**M4 wires**

Bar = 20 um.
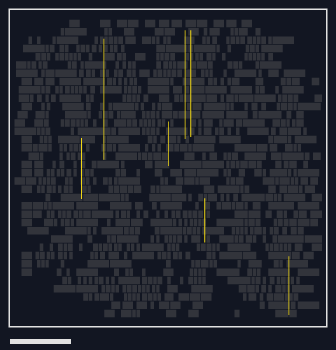
**Congestion heat map**

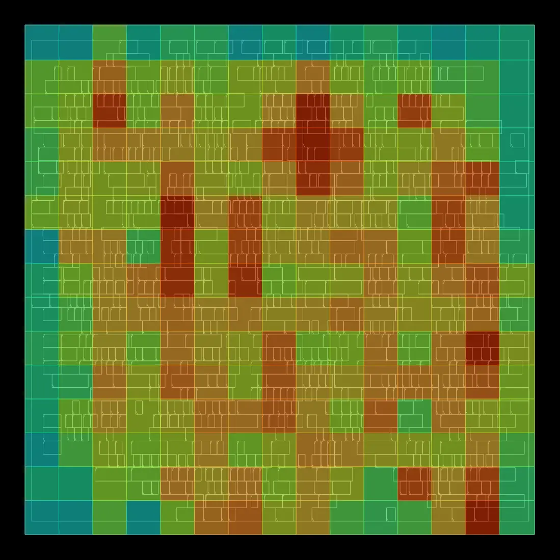
**Metal 3**

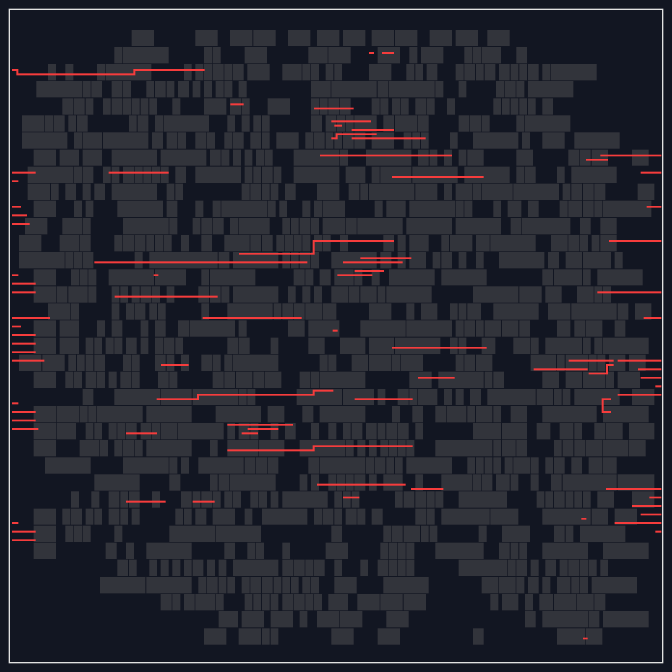
==> src/rtl/puf_uart_pkg.sv <==
// Shared definitions for the PUF-to-UART framing path: framer states,
// frame geometry and the sync byte the host-side decoder looks for.
package puf_uart_pkg;

  typedef enum logic [2:0] {
    IDLE       = 3'd0,
    SEND       = 3'd1,
    WAIT_START = 3'd2,
    WAIT_DONE  = 3'd3,
    GAP        = 3'd4
  } framer_state_t;

  // Sync + 8 data bytes + checksum.
  localparam int FRAME_LEN_MAX = 10;

  localparam logic [7:0] SYNC_BYTE_DEFAULT = 8'hA5;

  // XOR of the eight bytes of a response word (the frame checksum).
  function automatic logic [7:0] xor_fold64(input logic [63:0] word);
    logic [7:0] acc;
    acc = 8'h00;
    for (int i = 0; i < 8; i++) begin
      acc = acc ^ word[i*8 +: 8];
    end
    return acc;
  endfunction

endpackage

==> src/rtl/puf_tx_framer.sv <==
// Frames one 64-bit PUF response into sync / 8 data bytes (MSB first) /
// optional XOR checksum and hands the bytes one at a time to a UART
// transmitter, pacing on its busy flag.
//
// state      | meaning
// -----------+---------------------------------------------------------
// IDLE       | ready for a response, no frame in progress
// SEND       | strobe transmit for the byte selected by r_idx
// WAIT_START | waiting for the UART to raise is_transmitting (timed)
// WAIT_DONE  | UART busy with the current byte
// GAP        | idle spacing after a byte, then next byte or frame end
module puf_tx_framer
  import puf_uart_pkg::*;
#(
  parameter logic [7:0] SYNC_BYTE        = SYNC_BYTE_DEFAULT,
  parameter bit         INCLUDE_CHECKSUM = 1'b1,
  parameter int         GAP_CYCLES       = 2,
  parameter int         START_TIMEOUT    = 16
) (
  input  logic        clk,
  input  logic        rst,
  input  logic        resp_valid,
  input  logic [63:0] resp_data,
  output logic        resp_ready,
  output logic [7:0]  tx_byte,
  output logic        transmit,
  input  logic        is_transmitting,
  output logic        busy,
  output logic        frame_done,
  output logic        frame_error
);

  localparam int TW = $clog2(START_TIMEOUT + 1);
  localparam int GW = (GAP_CYCLES > 0) ? $clog2(GAP_CYCLES + 1) : 1;

  localparam logic [TW-1:0] TO_LAST  = TW'(START_TIMEOUT - 1);
  localparam logic [TW-1:0] TO_MAX   = TW'(START_TIMEOUT);
  localparam logic [GW-1:0] GAP_LOAD = GW'(GAP_CYCLES);
  localparam logic [3:0]    LAST_IDX = INCLUDE_CHECKSUM ? 4'(FRAME_LEN_MAX - 1)
                                                        : 4'(FRAME_LEN_MAX - 2);

  framer_state_t r_state;
  framer_state_t w_state_nxt;

  logic [63:0]   r_shift;
  logic [7:0]    r_csum;
  logic [3:0]    r_idx;
  logic [GW-1:0] r_gap_cnt;
  logic [TW-1:0] r_to_cnt;
  logic [7:0]    r_tx_byte;

  logic w_accept;
  logic w_gap_end;
  logic w_step;

  // Next-state decode and strobe/pulse outputs.
  always_comb begin
    w_state_nxt = r_state;
    w_accept    = 1'b0;
    w_gap_end   = 1'b0;
    w_step      = 1'b0;
    resp_ready  = 1'b0;
    transmit    = 1'b0;
    frame_done  = 1'b0;
    frame_error = 1'b0;

    case (r_state)
      IDLE: begin
        resp_ready = 1'b1;
        if (resp_valid) begin
          w_accept    = 1'b1;
          w_state_nxt = SEND;
        end
      end
      SEND: begin
        transmit = 1'b1;
        // A UART already busy in the strobe cycle is taken as started.
        w_state_nxt = is_transmitting ? WAIT_DONE : WAIT_START;
      end
      WAIT_START: begin
        if (is_transmitting) begin
          w_state_nxt = WAIT_DONE;
        end else if (r_to_cnt >= TO_LAST) begin
          frame_error = 1'b1;
          w_state_nxt = IDLE;
        end
      end
      WAIT_DONE: begin
        if (!is_transmitting) begin
          // With no spacing requested the GAP state is skipped entirely.
          if (GAP_CYCLES == 0) begin
            w_gap_end = 1'b1;
          end else begin
            w_state_nxt = GAP;
          end
        end
      end
      GAP: begin
        if (r_gap_cnt <= GW'(1)) begin
          w_gap_end = 1'b1;
        end
      end
      default: begin
        w_state_nxt = IDLE;
      end
    endcase

    if (w_gap_end) begin
      if (r_idx == LAST_IDX) begin
        frame_done  = 1'b1;
        w_state_nxt = IDLE;
      end else begin
        w_step      = 1'b1;
        w_state_nxt = SEND;
      end
    end

    // An abort by reset never reports completion or error.
    if (rst) begin
      frame_done  = 1'b0;
      frame_error = 1'b0;
    end
  end

  // State register.
  always_ff @(posedge clk) begin
    if (rst) begin
      r_state <= IDLE;
    end else begin
      r_state <= w_state_nxt;
    end
  end

  // Response latch, byte index and the byte mux feeding tx_byte.
  always_ff @(posedge clk) begin
    if (rst) begin
      r_shift   <= 64'd0;
      r_csum    <= 8'h00;
      r_idx     <= 4'd0;
      r_tx_byte <= 8'h00;
    end else if (w_accept) begin
      r_shift   <= resp_data;
      r_csum    <= xor_fold64(resp_data);
      r_idx     <= 4'd0;
      r_tx_byte <= SYNC_BYTE;
    end else if (w_step) begin
      r_idx <= r_idx + 4'd1;
      if (r_idx < 4'd8) begin
        r_tx_byte <= r_shift[63:56];
        r_shift   <= {r_shift[55:0], 8'h00};
      end else begin
        r_tx_byte <= r_csum;
      end
    end
  end

  // Start-timeout counter: cleared at each strobe, saturating count-up.
  always_ff @(posedge clk) begin
    if (rst) begin
      r_to_cnt <= '0;
    end else if (r_state == SEND) begin
      r_to_cnt <= '0;
    end else if (r_state == WAIT_START && r_to_cnt != TO_MAX) begin
      r_to_cnt <= r_to_cnt + TW'(1);
    end
  end

  // Inter-byte gap counter: loaded when the UART goes idle, counts down.
  always_ff @(posedge clk) begin
    if (rst) begin
      r_gap_cnt <= '0;
    end else if (r_state == WAIT_DONE && !is_transmitting) begin
      r_gap_cnt <= GAP_LOAD;
    end else if (r_state == GAP && r_gap_cnt != '0) begin
      r_gap_cnt <= r_gap_cnt - GW'(1);
    end
  end

  assign busy    = (r_state != IDLE);
  assign tx_byte = r_tx_byte;

endmodule

==> config.mk <==
export PLATFORM = sky130hd
export DESIGN_NAME = puf_tx_framer
export DESIGN_NICKNAME = d
export VERILOG_FILES = /design/src/rtl/puf_uart_pkg.sv /design/src/rtl/puf_tx_framer.sv
export SDC_FILE = /design/constraint.sdc
export NUM_CORES = 1
export LEC_CHECK = 0
export ABC_AREA = 1
export ABC_CLOCK_PERIOD_IN_PS = 2000
export CORE_UTILIZATION = 50
export DETAILED_ROUTE_END_ITERATION = 16
export MAX_ROUTING_LAYER = met4
export PLACE_DENSITY = 0.75
export SLEW_MARGIN = 20
export SYNTH_ARGS = -nofsm -noshare
export SYNTH_HDL_FRONTEND = slang
export SYNTH_SLANG_ARGS = --single-unit
==> constraint.sdc <==
create_clock -name clk -period 2 [get_ports clk]
set_clock_uncertainty 0.05 [all_clocks]
set_input_delay 0.6 -clock clk [delete_from_list [all_inputs] [get_ports clk]]
set_output_delay 0.6 -clock clk [all_outputs]
set_load 0.05 [all_outputs]
==> run notes <==
Physical implementation.

- Synthesis produced a netlist with a net count of 868.
- The count of warnings emitted by yosys is 0.
- The final timing report lists a hold violation count of 0.
- The first global-routing pass estimated 20.93 mm of wire.
- The layout multi-input combinational cell count is 576.
- The remaining global-route overflow is 0.
- The number of endpoints failing setup at the final stage is 2.
- The synthesis run shows the most used standard cells to be sky130_fd_sc_hd__nand2_1 (280), sky130_fd_sc_hd__dfxtp_1 (94), sky130_fd_sc_hd__inv_1 (79).
- Of the total standard cell area in the layout, the sequential portion is 0.2932.
- After detailed routing, the wire length on met1 is 5.806 mm.
- The count of hold-fix buffers inserted at cts is 0.
- On the critical path the data arrives at 1.78 ns.
- Per the Yosys statistics, synthesis produced 793 cells.
- The highest attainable clock frequency is 0.4121 GHz.
- Measured against its own limit, the worst slew margin works out to 0.5597.
- STA classifies the critical path endpoint as an output pin.
- Per the layout area report, the combinational fraction of cell area is 0.4349.
- The largest fanout on the critical path is 2.
- The number of global-route vias before repair is 4708.
- After the last flow step, the layout net total stands at 950.
- The cell count after synthesis is 793.
- There are 94 flip-flops and latches.
- In this run the VDD rail shows a maximum IR drop of 0.4484 mV.
- For met2 alone, demand over resource in global routing was 0.4161.
- Note that the worst hold path type here is reg2reg.
- The number of antenna violations at the first check in global routing came to 0.
- The detailed-routed wire length on met3 is 548 um.
- For this design the top-level I/O count stands at 81.
- The top cell family by delay on the critical path is flip-flops.
- The critical path in the final layout is reported with a setup slack of -0.4267 ns.
- The area fraction of clock buffers and clock inverters is 0.03286.
- TritonCTS built the clock tree.
- Across the whole layout, storage elements account for 1898 sq um.
- The detailed-route via count is 5196.
- The most critical hold endpoint after final layout shows a slack of 0.4168 ns.
- The part of the Yosys area used for sequential elements is 0.3636.
- The synthesized area divided by synthesized cell count is 6.526 sq um.
- By instance count, the leading cell after synthesis is sky130_fd_sc_hd__nand2_1.
- The signed area change from the synthesized netlist to the final layout is 25.10%.
- The total CTS buffers is 9.
- For this block, the initial DRC count from the detailed router was 253.
- The non-clock inverters instantiated in the layout total 85.
- The cell repeated most along the worst path is sky130_fd_sc_hd__ha_1.
- The wire length per cell after detailed routing is 12.42 um.
- The final critical-path share of the clock period is 1.213.
- The number of levels the H-tree was split into is 3.
- The clock drives 94 sinks.
- The static leakage is 2.884 nW.
- The routed design shows a via density per instance of 5.129.
- Ranked by total cell area, the synthesized netlist is headed by sky130_fd_sc_hd__dfxtp_1 (36%), sky130_fd_sc_hd__nand2_1 (20%), sky130_fd_sc_hd__nand3_1 (7.2%).
- The number of enable-type register cells in the synthesized netlist is 0.
- The minimum period implied by the final worst setup slack is 2.427 ns.
- The final timing report lists a max-slew violation count of 0.
- The die is 103.7 um wide.
- The repair_antennas step left the layout with diodes totalling 0.
- In the synthesis report, Yosys lists the chip area as 5175 sq um.
- The pin slew with the least headroom to its limit is 0.6605 ns.
- The cell type with the largest total area is sky130_fd_sc_hd__dfxtp_1.
- The checks that failed: setup timing.
- The routed design uses 6.054 mm of met2 wire.
- The data required time at the worst endpoint is 1.35 ns.
- The number of nets with antenna violations after detailed routing is 0.
- The flow ran to the end, but the final reports show violations.
- The clock latency at the later pin of the worst-skew pair is 0.38 ns.
- The die covers 10760 sq um.
- For reference, the critical path cell chain is ha_1, inv_1, nor3_2, ha_1, nor2_1, o21a_1, nor4_4, buf_12.
- Per the detailed-route log, wirelength across all metal layers totals 12.59 mm.
- The combined area of all synthesized cells is 5175 sq um.
- The fill cell instance count of the final layout is 898.
- The buffer type at the clock tree root is sky130_fd_sc_hd__clkbuf_8.
- For this floorplan the total number of well-tap instances is 133.
- The uppermost layer routed is met4.
- Per the OpenROAD floorplan log, the height of the die is 103.7 um.
- The HPWL after detailed placement is 9.111 mm.
- The buffering overhead is 0.1631.
- The post-synthesis register bit count is 94.
- The plain and repair buffers instantiated in the layout total 109.
- The distinct cell type count of the synthesized netlist is 32.
- The total core area is 9910 sq um.
- The worst setup path is of the reg2out kind.
- Setup repair after global routing could not meet its margin everywhere.
- The worst setup path is launched from a flop.
- Across all stage logs, warnings added up to 32.
- The final routed DRC violation total is 0.
- The iteration count of the initial detailed-routing pass is 5.
- Of the post-synthesis cell area, the dominant cell type holds 0.3636.
- Counting flops with an async set or reset pin after synthesis yields a share of 0.
- On the reported timing paths, the clock transition at the registers reads 0.10 ns.
- Across the run, the number of max-cap violations was 0.
- The starting utilization of the core area is 0.5222.
- On the worst path, the slowest cell contributes a delay of 0.34 ns.
- The commonest register cell is sky130_fd_sc_hd__dfxtp_1.
- During placement, the flow inserted port buffers numbering 80.
- For this run, global-route usage on met3 was measured as 0.04154.
- The leading cell category by total area is multi-input combinational cells.
- The timing report shows that the slowest cell on the worst path is sky130_fd_sc_hd__dfxtp_2.
- The number of buffer and inverter instances along the worst setup path is 2.
- In the final layout, the clock buffer count is 9.
- The final weighted congestion of routability-driven global placement is 0.8687.
- The number of standard-cell rows in the floorplan is 36.
- The multi-input logic area is 2815 sq um.
- The proportion of layout cells with a drive suffix above 1 is 0.1091.
- The maximum number of pins on one net before global-route repair is 59.
- Looking at the clock tree report, the maximum root-to-sink buffer count equals 2.
- At the end of the flow the core is filled with cells to 0.6533.
- The power density over the cells is 870.3 nW/um^2.
-- 'M4 wires' (at the start) --
wire length on this layer: 177 um
share of all routed wire: 1.4%
longest straight run: 39.4 um
nets with wire on the layer: 5
main direction: vertical

-- 'congestion heat map' (at the start) --
gr usage total: 0.2421
GR peak layer: met2
met1 demand-to-capacity share in global routing: 0.2952

-- 'metal 3' (at the start) --
wire length on this layer: 548 um
main direction: horizontal
share of all routed wire: 4.4%
nets with wire on the layer: 70

==> layout by cell type (no fill, tap or decap), types with 2 or more instances in the layout <==
cell                                n
sky130_fd_sc_hd__nand2_1          279
sky130_fd_sc_hd__nor2_1            38
sky130_fd_sc_hd__inv_8              3
sky130_fd_sc_hd__o211a_1           11
sky130_fd_sc_hd__clkdlybuf4s50_1   66
sky130_fd_sc_hd__o21ai_1            8
sky130_fd_sc_hd__inv_2              6
sky130_fd_sc_hd__a31oi_1            3
sky130_fd_sc_hd__or2_2              3
sky130_fd_sc_hd__xor2_1             7
sky130_fd_sc_hd__nor2_4             3
sky130_fd_sc_hd__clkbuf_8           9
sky130_fd_sc_hd__ha_1               6
sky130_fd_sc_hd__buf_4             36
sky130_fd_sc_hd__dfxtp_4            2
sky130_fd_sc_hd__nor3_4             2
sky130_fd_sc_hd__nor3_1             3
sky130_fd_sc_hd__inv_1             76
sky130_fd_sc_hd__a211oi_1           2
sky130_fd_sc_hd__dfxtp_2            7
sky130_fd_sc_hd__inv_4              2
sky130_fd_sc_hd__a21oi_1           43
sky130_fd_sc_hd__o21ai_0           57
sky130_fd_sc_hd__dfxtp_1           85
sky130_fd_sc_hd__xnor2_1           15
sky130_fd_sc_hd__nand2_4            2
sky130_fd_sc_hd__o21a_1             7
sky130_fd_sc_hd__clkinv_4           2
sky130_fd_sc_hd__nand3_1           73
sky130_fd_sc_hd__buf_12             6
sky130_fd_sc_hd__nand2_2            4
==> state kept, by name, indices dropped and copies added (netlist names) <==
name       flops
r_shift       64
r_csum         8
tx_byte        8
r_to_cnt       5
r_idx          4
r_state        3
r_gap_cnt      2
==> logic make-up after synthesis <==
| family | count (synthesis) | synth area share |
|---|---|---|
| compound gates | 133 | 0.1451 |
| xor+xnor | 22 | 0.03724 |
| fa+ha+maj | 7 | 0.01692 |
| buf+inv | 123 | 0.1064 |
| flops | 94 | 0.3636 |
| simple gates | 414 | 0.3308 |
==> where the power goes <==
group / switching [mW] / leakage [nW] / total [mW] / internal [mW]
clock: 0.739 / 0.105 / 1.35 / 0.608
sequential: 0.156 / 0.773 / 2.31 / 2.15
combinational: 1.18 / 2.01 / 1.98 / 0.801
total: 2.08 / 2.88 / 5.63 / 3.56
==> stage by stage <==
step	TNS, ns	total power [mW]	worst slack (ns)	instances	area (sq um)
6_report	-0.5624	5.634	-0.4267	1013	6474
2_1_floorplan	-0.1849	3.670	-0.1849	793	5218
5_1_grt	-0.7811	5.988	-0.5652	1013	6474
4_1_cts	-0.5883	5.622	-0.5249	1012	6445
3_3_place_gp	-5.941	4.165	-0.2307	989	6138
3_5_place_dp	-8.134	4.240	-0.2338	989	6138
==> repair_timing <==
action / in CTS / in global routing
cloned: 0 / 0
gates resized: 17 / 9
setup buffers: 7 / 1
pin swaps: 4 / 2
endpoints found under the setup margin: 3 / 11
==> worst paths after layout <==
check                            startpoint          end  slack, ns  depth (start not counted)
worst max-delay path            r_to_cnt[0]  frame_error      -0.43                          8
worst min-delay path             r_shift[6]   r_shift[6]       0.42                          2
worst max register to register   r_state[0]  r_shift[30]       0.18                         10
worst min register to register   r_shift[6]   r_shift[6]       0.42                          2
Power is estimated from default activity; no workload was simulated.
